===== src/rtl/udp_pkg.sv =====
`default_nettype none
// ============================================================================
//  Module      : udp_pkg
//  Description : Shared constants, drop codes, receive FSM state encoding and
//                small helper functions for the UDP receive path.
//  Revision    : 1.0 - initial release
// ============================================================================
package udp_pkg;

    // Protocol constants
    localparam logic [3:0]  IP_VERSION    = 4'd4;
    localparam logic [3:0]  IHL_MIN       = 4'd5;
    localparam logic [7:0]  PROTO_UDP     = 8'd17;
    localparam logic [15:0] UDP_HDR_BYTES = 16'd8;
    localparam logic [16:0] IP_HDR_BYTES  = 17'd20;
    localparam logic [2:0]  IP_HDR_WORDS  = 3'd5;

    // Index of the last header word (udp_len/udp_csum)
    localparam logic [2:0]  HDR_LAST_WORD = 3'd6;

    // Drop reason codes; a lower value wins when several checks fail
    localparam logic [2:0]  DROP_NONE     = 3'd0;
    localparam logic [2:0]  DROP_VER      = 3'd1;
    localparam logic [2:0]  DROP_PROTO    = 3'd2;
    localparam logic [2:0]  DROP_DST_IP   = 3'd3;
    localparam logic [2:0]  DROP_CSUM     = 3'd4;
    localparam logic [2:0]  DROP_PORT     = 3'd5;
    localparam logic [2:0]  DROP_SHORT    = 3'd6;
    localparam logic [2:0]  DROP_ULEN     = 3'd7;

    // Receive FSM states
    typedef enum logic [1:0] {
        ST_HDR     = 2'd0,
        ST_PAYLOAD = 2'd1,
        ST_DRAIN   = 2'd2
    } rx_state_e;

    // Byte enables for the final payload word given the remaining byte count
    function automatic logic [3:0] keep_for_rem(input logic [15:0] rem);
        logic [3:0] keep;
        case (rem)
            16'd1:   keep = 4'b1000;
            16'd2:   keep = 4'b1100;
            16'd3:   keep = 4'b1110;
            default: keep = 4'b1111;
        endcase
        return keep;
    endfunction

    // Lowest non-zero drop code of the two (zero means "no reason")
    function automatic logic [2:0] min_code(input logic [2:0] a, input logic [2:0] b);
        logic [2:0] r;
        if (a == DROP_NONE) begin
            r = b;
        end else if (b == DROP_NONE) begin
            r = a;
        end else if (b < a) begin
            r = b;
        end else begin
            r = a;
        end
        return r;
    endfunction

endpackage
`default_nettype wire


===== src/rtl/udp_packet_rx_csum.sv =====
`default_nettype none
// ============================================================================
//  Module      : ip_hdr_csum_check
//  Description : Ones-complement IPv4 header checksum checker. Accumulates
//                both 16-bit halves of each valid header word into a 20-bit
//                sum and folds the carries twice; pass when the folded value
//                is all ones.
//  Revision    : 1.0 - initial release
// ============================================================================
module ip_hdr_csum_check (
    input  logic        clk_32,
    input  logic        reset_32,
    input  logic [31:0] word_i,
    input  logic        word_valid_i,
    input  logic        clear_i,
    output logic        pass_o
);

    logic [19:0] acc_q;
    logic [19:0] acc_d;
    logic [16:0] half_sum;
    logic [16:0] fold1;
    logic [15:0] fold2;

    // Next accumulator: clear restarts the sum, optionally seeding it with
    // the word presented in the same cycle (the first header word)
    always_comb begin
        half_sum = {1'b0, word_i[31:16]} + {1'b0, word_i[15:0]};
        acc_d    = acc_q;
        if (clear_i) begin
            acc_d = word_valid_i ? {3'b000, half_sum} : 20'd0;
        end else if (word_valid_i) begin
            acc_d = acc_q + {3'b000, half_sum};
        end
    end

    // Accumulator register
    always_ff @(posedge clk_32 or posedge reset_32) begin
        if (reset_32) begin
            acc_q <= 20'd0;
        end else begin
            acc_q <= acc_d;
        end
    end

    // Two carry folds bring ten halves (max 20 bits) back to 16 bits
    always_comb begin
        fold1  = {1'b0, acc_q[15:0]} + {13'd0, acc_q[19:16]};
        fold2  = fold1[15:0] + {15'd0, fold1[16]};
        pass_o = (fold2 == 16'hFFFF);
    end

endmodule
`default_nettype wire


===== src/rtl/udp_packet_rx.sv =====
`default_nettype none
// ============================================================================
//  Module      : udp_packet_rx
//  Description : IPv4/UDP receive path. Parses and filters the 7-word IP+UDP
//                header from a 32-bit stream, delivers the UDP payload with
//                keep/last, reports per-packet metadata and drop reasons.
//  Revision    : 1.0 - initial release
// ============================================================================
module udp_packet_rx
    import udp_pkg::*;
#(
    parameter int CHECK_CSUM = 1,
    parameter int DEBUG      = 0
) (
    input  logic        clk_32,
    input  logic        reset_32,
    input  logic [31:0] local_IP_in,
    input  logic [15:0] local_port_in,
    input  logic [31:0] s_tdata,
    input  logic        s_tvalid,
    input  logic        s_tlast,
    output logic        s_tready,
    output logic [31:0] m_tdata,
    output logic [3:0]  m_tkeep,
    output logic        m_tvalid,
    output logic        m_tlast,
    input  logic        m_tready,
    output logic        rx_meta_valid,
    output logic [31:0] rx_src_ip,
    output logic [15:0] rx_src_port,
    output logic [15:0] rx_length,
    output logic        rx_drop,
    output logic [2:0]  rx_drop_code,
    output logic        rx_trunc
);

    // ------------------------------------------------------------------
    // State and registered outputs
    // ------------------------------------------------------------------
    rx_state_e   state_q;
    logic [2:0]  cnt_q;
    logic [2:0]  reason_q;
    logic [15:0] total_len_q;
    logic [31:0] src_ip_q;
    logic [15:0] src_port_q;
    logic [15:0] rem_q;

    logic [31:0] m_tdata_q;
    logic [3:0]  m_tkeep_q;
    logic        m_tvalid_q;
    logic        m_tlast_q;

    logic        rx_meta_valid_q;
    logic [31:0] rx_src_ip_q;
    logic [15:0] rx_src_port_q;
    logic [15:0] rx_length_q;
    logic        rx_drop_q;
    logic [2:0]  rx_drop_code_q;
    logic        rx_trunc_q;

    // ------------------------------------------------------------------
    // Combinational helpers
    // ------------------------------------------------------------------
    logic        s_xfer;
    logic        csum_pass;
    logic        csum_fail;
    logic        csum_valid;
    logic        csum_clear;
    logic [15:0] udp_len;
    logic [16:0] udp_len_max;
    logic        udp_len_bad;
    logic [2:0]  word_code;
    logic [2:0]  reason_d;
    logic        hdr_done;
    logic        pay_last;
    logic [3:0]  pay_keep;
    logic [15:0] rem_d;

    // Input accept: header and drain states always accept; in payload the
    // single output register can take a word when empty or being emptied
    always_comb begin
        s_tready = 1'b1;
        if (state_q == ST_PAYLOAD) begin
            s_tready = m_tready | ~m_tvalid_q;
        end
    end

    assign s_xfer = s_tvalid & s_tready;

    // Checksum accumulates header words 0..4; word 0 restarts the sum
    assign csum_valid = (state_q == ST_HDR) && s_xfer && (cnt_q < IP_HDR_WORDS);
    assign csum_clear = (state_q == ST_HDR) && s_xfer && (cnt_q == 3'd0);

    ip_hdr_csum_check u_csum (
        .clk_32       (clk_32),
        .reset_32     (reset_32),
        .word_i       (s_tdata),
        .word_valid_i (csum_valid),
        .clear_i      (csum_clear),
        .pass_o       (csum_pass)
    );

    // Per-word header checks; the lowest failing code across the header wins
    always_comb begin
        csum_fail   = (CHECK_CSUM != 0) && !csum_pass;
        udp_len     = s_tdata[31:16];
        // 17-bit difference so total_len < 20 shows up as a set bit 16
        udp_len_max = {1'b0, total_len_q} - IP_HDR_BYTES;
        udp_len_bad = (udp_len < UDP_HDR_BYTES) || udp_len_max[16] ||
                      ({1'b0, udp_len} > udp_len_max);
        word_code   = DROP_NONE;
        case (cnt_q)
            3'd0: begin
                if ((s_tdata[31:28] != IP_VERSION) || (s_tdata[27:24] != IHL_MIN)) begin
                    word_code = DROP_VER;
                end
            end
            3'd1: begin
                // MF flag or non-zero fragment offset means a fragment
                if (s_tdata[13] || (s_tdata[12:0] != 13'd0)) begin
                    word_code = DROP_PROTO;
                end
            end
            3'd2: begin
                if (s_tdata[23:16] != PROTO_UDP) begin
                    word_code = DROP_PROTO;
                end
            end
            3'd4: begin
                if (s_tdata != local_IP_in) begin
                    word_code = DROP_DST_IP;
                end
            end
            3'd5: begin
                // Accumulator now holds words 0..4, so the sum is final here
                if (csum_fail) begin
                    word_code = DROP_CSUM;
                end else if (s_tdata[15:0] != local_port_in) begin
                    word_code = DROP_PORT;
                end
            end
            3'd6: begin
                if (udp_len_bad) begin
                    word_code = DROP_ULEN;
                end
            end
            default: begin
                word_code = DROP_NONE;
            end
        endcase
        word_code = min_code(word_code, s_tlast ? DROP_SHORT : DROP_NONE);
        reason_d  = min_code(reason_q, word_code);
        hdr_done  = s_tlast || (cnt_q == HDR_LAST_WORD);
    end

    // Payload word framing from the remaining byte count
    always_comb begin
        pay_last = (rem_q <= 16'd4);
        pay_keep = keep_for_rem(rem_q);
        rem_d    = pay_last ? 16'd0 : (rem_q - 16'd4);
    end

    // Receive FSM with registered stream and sideband outputs
    always_ff @(posedge clk_32 or posedge reset_32) begin
        if (reset_32) begin
            state_q         <= ST_HDR;
            cnt_q           <= 3'd0;
            reason_q        <= DROP_NONE;
            total_len_q     <= 16'd0;
            src_ip_q        <= 32'd0;
            src_port_q      <= 16'd0;
            rem_q           <= 16'd0;
            m_tdata_q       <= 32'd0;
            m_tkeep_q       <= 4'd0;
            m_tvalid_q      <= 1'b0;
            m_tlast_q       <= 1'b0;
            rx_meta_valid_q <= 1'b0;
            rx_src_ip_q     <= 32'd0;
            rx_src_port_q   <= 16'd0;
            rx_length_q     <= 16'd0;
            rx_drop_q       <= 1'b0;
            rx_drop_code_q  <= DROP_NONE;
            rx_trunc_q      <= 1'b0;
        end else begin
            rx_meta_valid_q <= 1'b0;
            rx_drop_q       <= 1'b0;
            rx_trunc_q      <= 1'b0;

            // A pending output word leaves once accepted, in any state;
            // a payload load below overrides this in the same cycle
            if (m_tready) begin
                m_tvalid_q <= 1'b0;
            end

            case (state_q)
                ST_HDR: begin
                    if (s_xfer) begin
                        if (cnt_q == 3'd0) begin
                            total_len_q <= s_tdata[15:0];
                        end
                        if (cnt_q == 3'd3) begin
                            src_ip_q <= s_tdata;
                        end
                        if (cnt_q == 3'd5) begin
                            src_port_q <= s_tdata[31:16];
                        end

                        if (hdr_done) begin
                            cnt_q    <= 3'd0;
                            reason_q <= DROP_NONE;
                            if (reason_d != DROP_NONE) begin
                                rx_drop_q      <= 1'b1;
                                rx_drop_code_q <= reason_d;
                                state_q        <= s_tlast ? ST_HDR : ST_DRAIN;
                            end else begin
                                rx_meta_valid_q <= 1'b1;
                                rx_src_ip_q     <= src_ip_q;
                                rx_src_port_q   <= src_port_q;
                                rx_length_q     <= udp_len - UDP_HDR_BYTES;
                                rem_q           <= udp_len - UDP_HDR_BYTES;
                                if (udp_len == UDP_HDR_BYTES) begin
                                    state_q <= s_tlast ? ST_HDR : ST_DRAIN;
                                end else begin
                                    state_q <= ST_PAYLOAD;
                                end
                            end
                        end else begin
                            cnt_q    <= cnt_q + 3'd1;
                            reason_q <= reason_d;
                        end
                    end
                end

                ST_PAYLOAD: begin
                    if (s_xfer) begin
                        m_tdata_q  <= s_tdata;
                        m_tvalid_q <= 1'b1;
                        rem_q      <= rem_d;
                        if (pay_last) begin
                            m_tkeep_q <= pay_keep;
                            m_tlast_q <= 1'b1;
                            // Anything after the payload is Ethernet padding
                            state_q   <= s_tlast ? ST_HDR : ST_DRAIN;
                        end else if (s_tlast) begin
                            // Stream ended early: close the payload here
                            m_tkeep_q  <= 4'b1111;
                            m_tlast_q  <= 1'b1;
                            rx_trunc_q <= 1'b1;
                            state_q    <= ST_HDR;
                        end else begin
                            m_tkeep_q <= 4'b1111;
                            m_tlast_q <= 1'b0;
                        end
                    end
                end

                ST_DRAIN: begin
                    if (s_xfer && s_tlast) begin
                        cnt_q   <= 3'd0;
                        state_q <= ST_HDR;
                    end
                end

                default: begin
                    cnt_q   <= 3'd0;
                    state_q <= ST_HDR;
                end
            endcase
        end
    end

    // Debug hook: no functional logic; probes may be attached here
    if (DEBUG != 0) begin : g_debug
    end

    assign m_tdata       = m_tdata_q;
    assign m_tkeep       = m_tkeep_q;
    assign m_tvalid      = m_tvalid_q;
    assign m_tlast       = m_tlast_q;
    assign rx_meta_valid = rx_meta_valid_q;
    assign rx_src_ip     = rx_src_ip_q;
    assign rx_src_port   = rx_src_port_q;
    assign rx_length     = rx_length_q;
    assign rx_drop       = rx_drop_q;
    assign rx_drop_code  = rx_drop_code_q;
    assign rx_trunc      = rx_trunc_q;

endmodule
`default_nettype wire


===== config.mk =====
export PLATFORM = sky130hd
export DESIGN_NAME = udp_packet_rx
export DESIGN_NICKNAME = d
export VERILOG_FILES = /design/src/rtl/udp_pkg.sv /design/src/rtl/udp_packet_rx_csum.sv /design/src/rtl/udp_packet_rx.sv
export SDC_FILE = /design/constraint.sdc
export NUM_CORES = 1
export LEC_CHECK = 0
export CAP_MARGIN = 20
export CORE_AREA = 2 2 182 184
export CTS_CLUSTER_DIAMETER = 50
export DETAILED_ROUTE_END_ITERATION = 16
export DIE_AREA = 0 0 184 186
export PLACE_DENSITY_LB_ADDON = 0.3
export SYNTH_ARGS = -nofsm -noshare
export SYNTH_HDL_FRONTEND = slang
export SYNTH_HIERARCHICAL = 1
export SYNTH_SLANG_ARGS = --single-unit

===== constraint.sdc =====
create_clock -name clk_32 -period 9.4 [get_ports clk_32]
set_input_delay 1.88 -clock clk_32 [delete_from_list [all_inputs] [get_ports clk_32]]
set_output_delay 1.88 -clock clk_32 [all_outputs]
set_load 0.03 [all_outputs]

Fig. 1: run 1, selected gate families
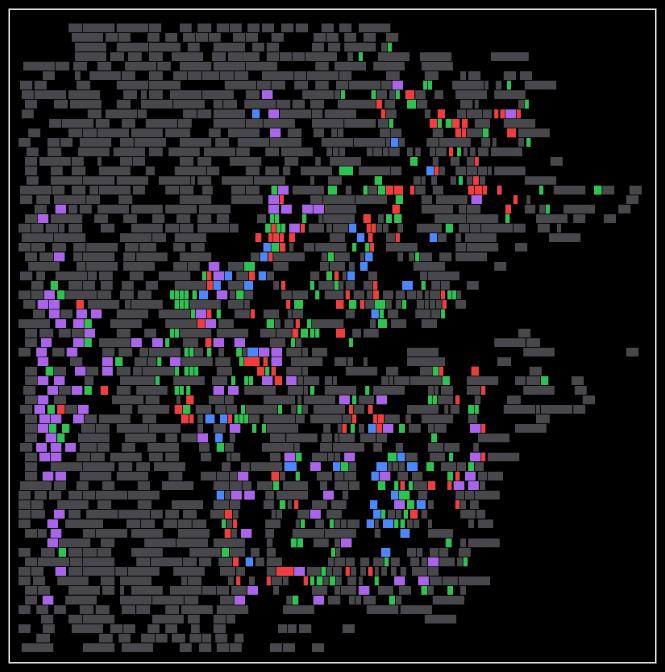
| colour | family | cells |
|---|---|---|
| red | nor cells | 107 |
| purple | xor and xnor cells | 105 |
| blue | and/or cells | 39 |
| green | nand cells | 171 |
final non-filler cell total: 1849
most frequent logic cell in the layout: dfrtp_1
logic share of the area: 0.425

Fig. 2: run 1, routing congestion map
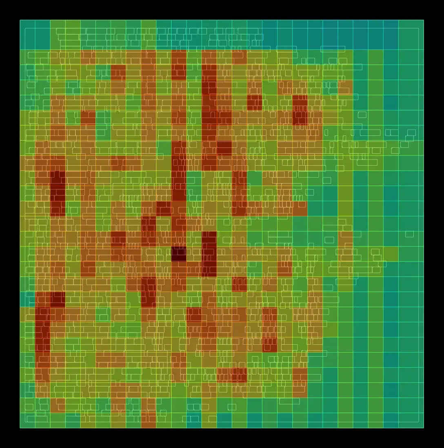
Final Util: 0.503
average wire per standard cell: 20.6 microns

==> results.cfg, run 1 <==
; implementation run metrics
[synthesis]
synthArstFlopShare = 1.00
synth_area_sq_mm = 0.0127
synth-xor-area-share = 0.0726
top_cells_by_area = dfrtp_1 (43%), mux2_2 (7.8%), ha_1 (7.0%)
avgSynthCellArea_sq_um = 10.5
ys_chip_area_sq_mm = 0.0127
synth_top_area_share = 0.426
yosys.cell_types.count = 76
adder_share = 0.0748
ys_ff = 216
ys_top_cells_by_count = dfrtp_1 (216), nand2_1 (104), mux2_2 (88)

[power_and_ir_drop]
p_leak_uw = 0.00719
power.share.sequential = 0.306

[critical_path]
cpMostUsedCell = ha_1
crit_type = in -> reg
start_kind = primary input
cp-endpoint = rx_src_ip[4]$_DFFE_PP0P_
path_delay_family = AND-OR/OR-AND gates
worstPathArrival_ns = 8.63
timing.rr.end = rx_src_ip[4]$_DFFE_PP0P_
cp_num_cells = 25

[cts]
cts_tree = yes
cts_sinks = 216
cts_made_buffers = 28
cts_max_level = 1

[final_layout]
lay_top_cells = dfrtp_1 (216), clkdlybuf4s50_1 (193), nand2_1 (103), mux2_2 (88), xnor2_1 (85)
fin_nets = 1577
num-clock-buffers = 35
area_growth_pct = 27.7
comb_cells = 903
buffers = 225
inv_count = 44
logic_area_sq_mm = 0.00688
flops = 216

[global_route]
grt_max_degree = 115
antenna_found_initial = 1
grt_busiest_layer = met2
met3_usage = 0.0620
grt_pass1_wl_microns = 59000
grt_pass1_vias = 10402
met1_usage = 0.291

[place]
hpwl_microns = 27800
port_buffers = 193
dpl_cell_area_sq_mm = 0.0151

[route]
routed.top_layer = met5
vias = 10329
routed-wl-met3_microns = 3140
wl_met1_microns = 16600
routed_via_density = 5.59

[final_timing]
finalWorstSetupSlack_ns = 1.19
setup_tns_ns = 0
layout_worst_path_cycle_share = 0.874
whs_ns = 0.472
fmax_ghz = 0.122
min_period_ns = 8.21

[floorplanning]
die_h_microns = 186
initCoreUtil = 0.394
dieArea_sq_mm = 0.0342
rows = 66

[run_status]
status = completed
Fig. 3: run 1, sequential cells coloured by netlist name
The bar under the picture is 50 microns long.
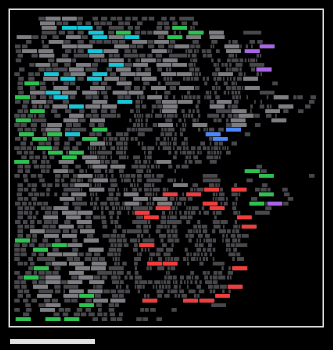
| colour | netlist name | flops |
|---|---|---|
| blue | `reason_q` | 3 |
| purple | `m_tkeep` | 4 |
| green | `m_tdata` | 32 |
| cyan | `rx_src_port` | 16 |
| red | `u_csum/acc_q` | 20 |
not coloured: 141
Seq power: 1590 uW
register area: 0.00541 sq mm
sequential cell area share: 0.334

==> inputs of run 2 (changes only) <==
CTS_CLUSTER_DIAMETER = 200   (was 50)
SLEW_MARGIN = 15   (was default)
Fig. 4: run 2, cells coloured by class
The bar under the picture is 50 microns long.
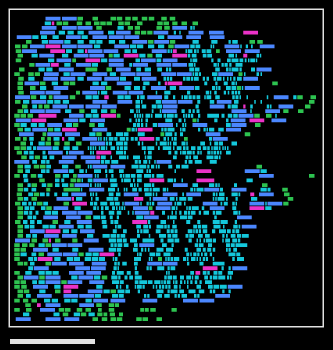
| colour | class | cells |
|---|---|---|
| blue | sequential cells | 216 |
| cyan | combinational and other logic | 947 |
| magenta | clock drivers and dummy loads | 44 |
| green | remaining buffers and delay cells | 225 |
core area: 0.0322 sq mm
num rows: 66
Final Util: 0.496

Fig. 5: run 2, routing congestion map
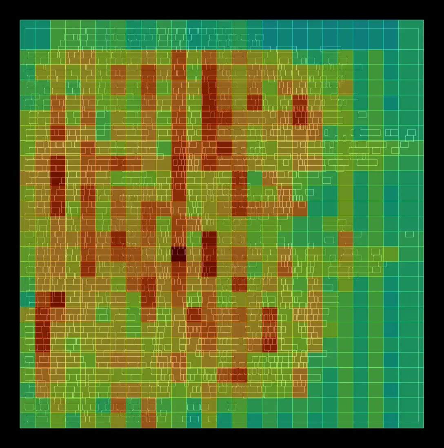
met3 Track Usage GR: 0.0618
met2 Usage GRT: 0.358
M1 GR Usage: 0.293
Tot GR Track Use: 0.222

Fig. 6: run 2, clock network drawn from the DEF
The bar under the picture is 50 microns long.
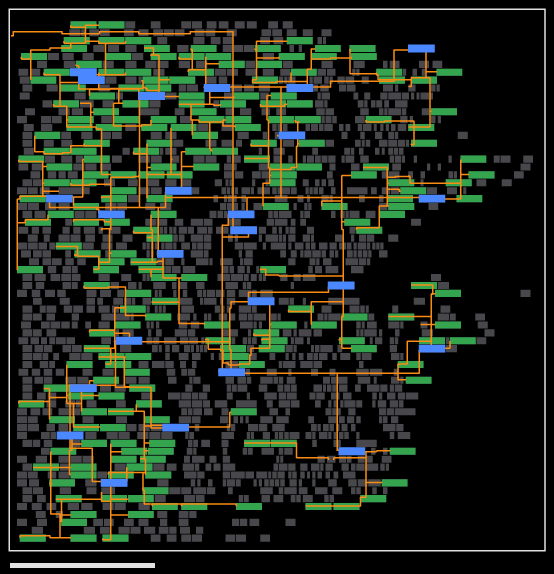
[orange] clock wires | length: 2990 microns
[green] flip-flops | count: 216
[blue] clock drivers | count: 24
routed clock nets: 25
Layout Skew: 0.0287 ns
Late-Pin Clk Latency: 0.54 ns

==> results.cfg, run 2 <==
; implementation run metrics
[cts]
cts_max_level = 1
cts_sinks = 216
cts_made_buffers = 24
cts_tree = yes

[route]
wl_met1_microns = 16500
routed_via_density = 5.59

[final_layout]
fin_nets = 1573
area_growth_pct = 26.0
lay_top_count = dfrtp_1
buffers = 225
flop_area_sq_mm = 0.00541
comb_cells = 903
final_cells = 1840
inv_count = 44
num-clock-buffers = 29
sh_seq_area = 0.338

[final_timing]
layout_worst_path_cycle_share = 0.877
whs_ns = 0.472
setup_tns_ns = 0

[synthesis]
ys_ff = 216
adder_share = 0.0748
top_cells_by_area = dfrtp_1 (43%), mux2_2 (7.8%), ha_1 (7.0%)
synth_top_area_share = 0.426
synthArstFlopShare = 1.00
yosys.cell_types.count = 76
synth-xor-area-share = 0.0726

[floorplanning]
die_h_microns = 186
initCoreUtil = 0.394

[global_route]
grt_pass1_vias = 10287
grt_busiest_layer = met2
antenna_found_initial = 0
grt_max_degree = 115

[place]
dpl_cell_area_sq_mm = 0.0151
hpwl_microns = 27800

[run_status]
status = completed

[critical_path]
timing.rr.end = rx_src_ip[8]$_DFFE_PP0P_
worstPathArrival_ns = 8.64
cpMostUsedCell = ha_1
crit_type = in -> reg
cp-endpoint = rx_src_ip[8]$_DFFE_PP0P_

[power_and_ir_drop]
p_leak_uw = 0.00707
seq-power_uw = 1590
==> inputs of run 3 (changes only) <==
SETUP_SLACK_MARGIN = 0.4   (was default)
SKIP_CTS_REPAIR_TIMING = 1   (was default)
Fig. 7: run 3, selected gate families
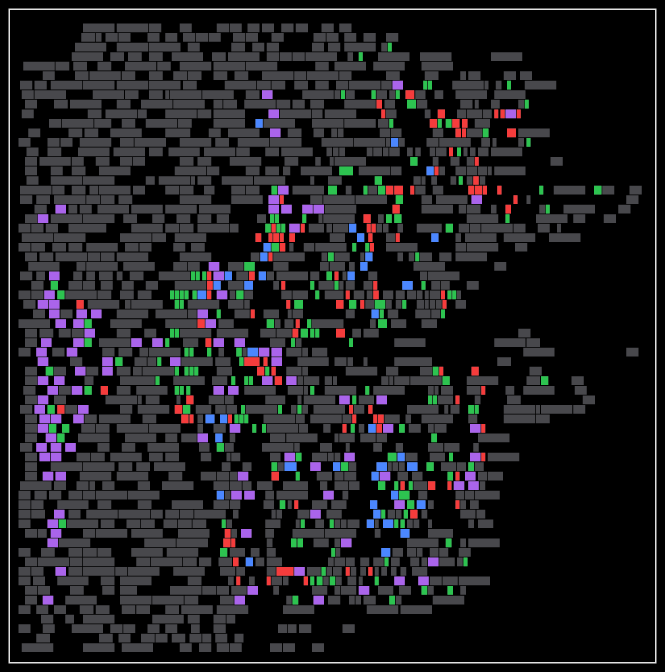
| colour | family | cells |
|---|---|---|
| green | nand cells | 171 |
| red | nor cells | 107 |
| purple | xor and xnor cells | 105 |
| blue | and/or cells | 39 |
final non-filler cell total: 1840
logic share of the area: 0.431

Fig. 8: run 3, cells coloured by class
The bar under the picture is 50 microns long.
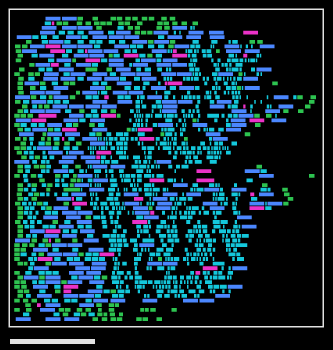
| colour | class | cells |
|---|---|---|
| cyan | combinational and other logic | 947 |
| magenta | clock drivers and dummy loads | 44 |
| blue | sequential cells | 216 |
| green | remaining buffers and delay cells | 225 |
post-layout instance area: 0.0160 sq mm
sequential cell area share: 0.338

Fig. 9: run 3, sequential cells coloured by netlist name
The bar under the picture is 50 microns long.
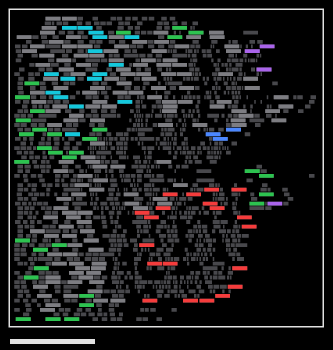
| colour | netlist name | flops |
|---|---|---|
| blue | `reason_q` | 3 |
| red | `u_csum/acc_q` | 20 |
| green | `m_tdata` | 32 |
| purple | `m_tkeep` | 4 |
| cyan | `rx_src_port` | 16 |
not coloured: 141

==> results.cfg, run 3 <==
; implementation run metrics
[run_status]
status = completed

[global_route]
use_met2 = 0.358
grt_pass1_vias = 10287
grt_pass1_wl_microns = 58600
met1_usage = 0.293
grt_max_degree = 115
grt_usage = 0.222
met3_usage = 0.0618
antenna_found_initial = 0
grt_busiest_layer = met2

[synthesis]
adder_share = 0.0748
flop_cell = dfrtp_1
synthArstFlopShare = 1.00
ys_sh_simple = 0.124
synth_top_area_share = 0.426
synth_area_sq_mm = 0.0127
fp_nets = 1368
ys_ff = 216
synth-xor-area-share = 0.0726
compound_area_frac = 0.131
top_cells_by_area = dfrtp_1 (43%), mux2_2 (7.8%), ha_1 (7.0%)
yosys.cell_types.count = 76

[critical_path]
cp-endpoint = rx_src_ip[8]$_DFFE_PP0P_
crit_path_max_incr_delay_ns = 0.74
cpMostUsedCell = ha_1
worstPathArrival_ns = 8.64
crit_type = in -> reg
timing.rr.end = rx_src_ip[8]$_DFFE_PP0P_
crit_path_max_fanout = 31

[place]
post-place-ws_ns = 0.771
hpwl_microns = 27800
dpl_cell_area_sq_mm = 0.0151

[final_timing]
fmax_ghz = 0.121
drv_slew = 0
layout_worst_path_cycle_share = 0.877
fin_skew_ns = 0.0287
whs_ns = 0.472
min_period_ns = 8.24
rsz0062_at_grt = false
finalSetupViolations = 0
finalWorstSetupSlack_ns = 1.16
setup_tns_ns = 0

[power_and_ir_drop]
power.share.sequential = 0.319
seq-power_uw = 1590
p_leak_uw = 0.00707
p_per_area_mw_per_mm2 = 312
swShare = 0.413
peakVddDrop_mv = 0.221

[final_layout]
buffers = 225
area_growth_pct = 26.0
lay_top_count = dfrtp_1
comb_cells = 903
num-clock-buffers = 29
inv_count = 44
fin_nets = 1573
flop_area_sq_mm = 0.00541
post-route-util = 0.496

[route]
wl_per_cell_microns = 20.6
firstDrtPassIters = 5
wl_met1_microns = 16500
route.antenna.remaining_nets = 0
routed_via_density = 5.59

[cts]
cts_buffer_depth = 3
clock_latency_ns = 0.54
cts_tree = yes
cts_sinks = 216
cts_made_buffers = 24
cts_max_level = 1

[floorplanning]
io_pins = 194
initCoreUtil = 0.394
die_h_microns = 186
core_sq_mm = 0.0322
rows = 66
Power is estimated from default activity; no workload was simulated.
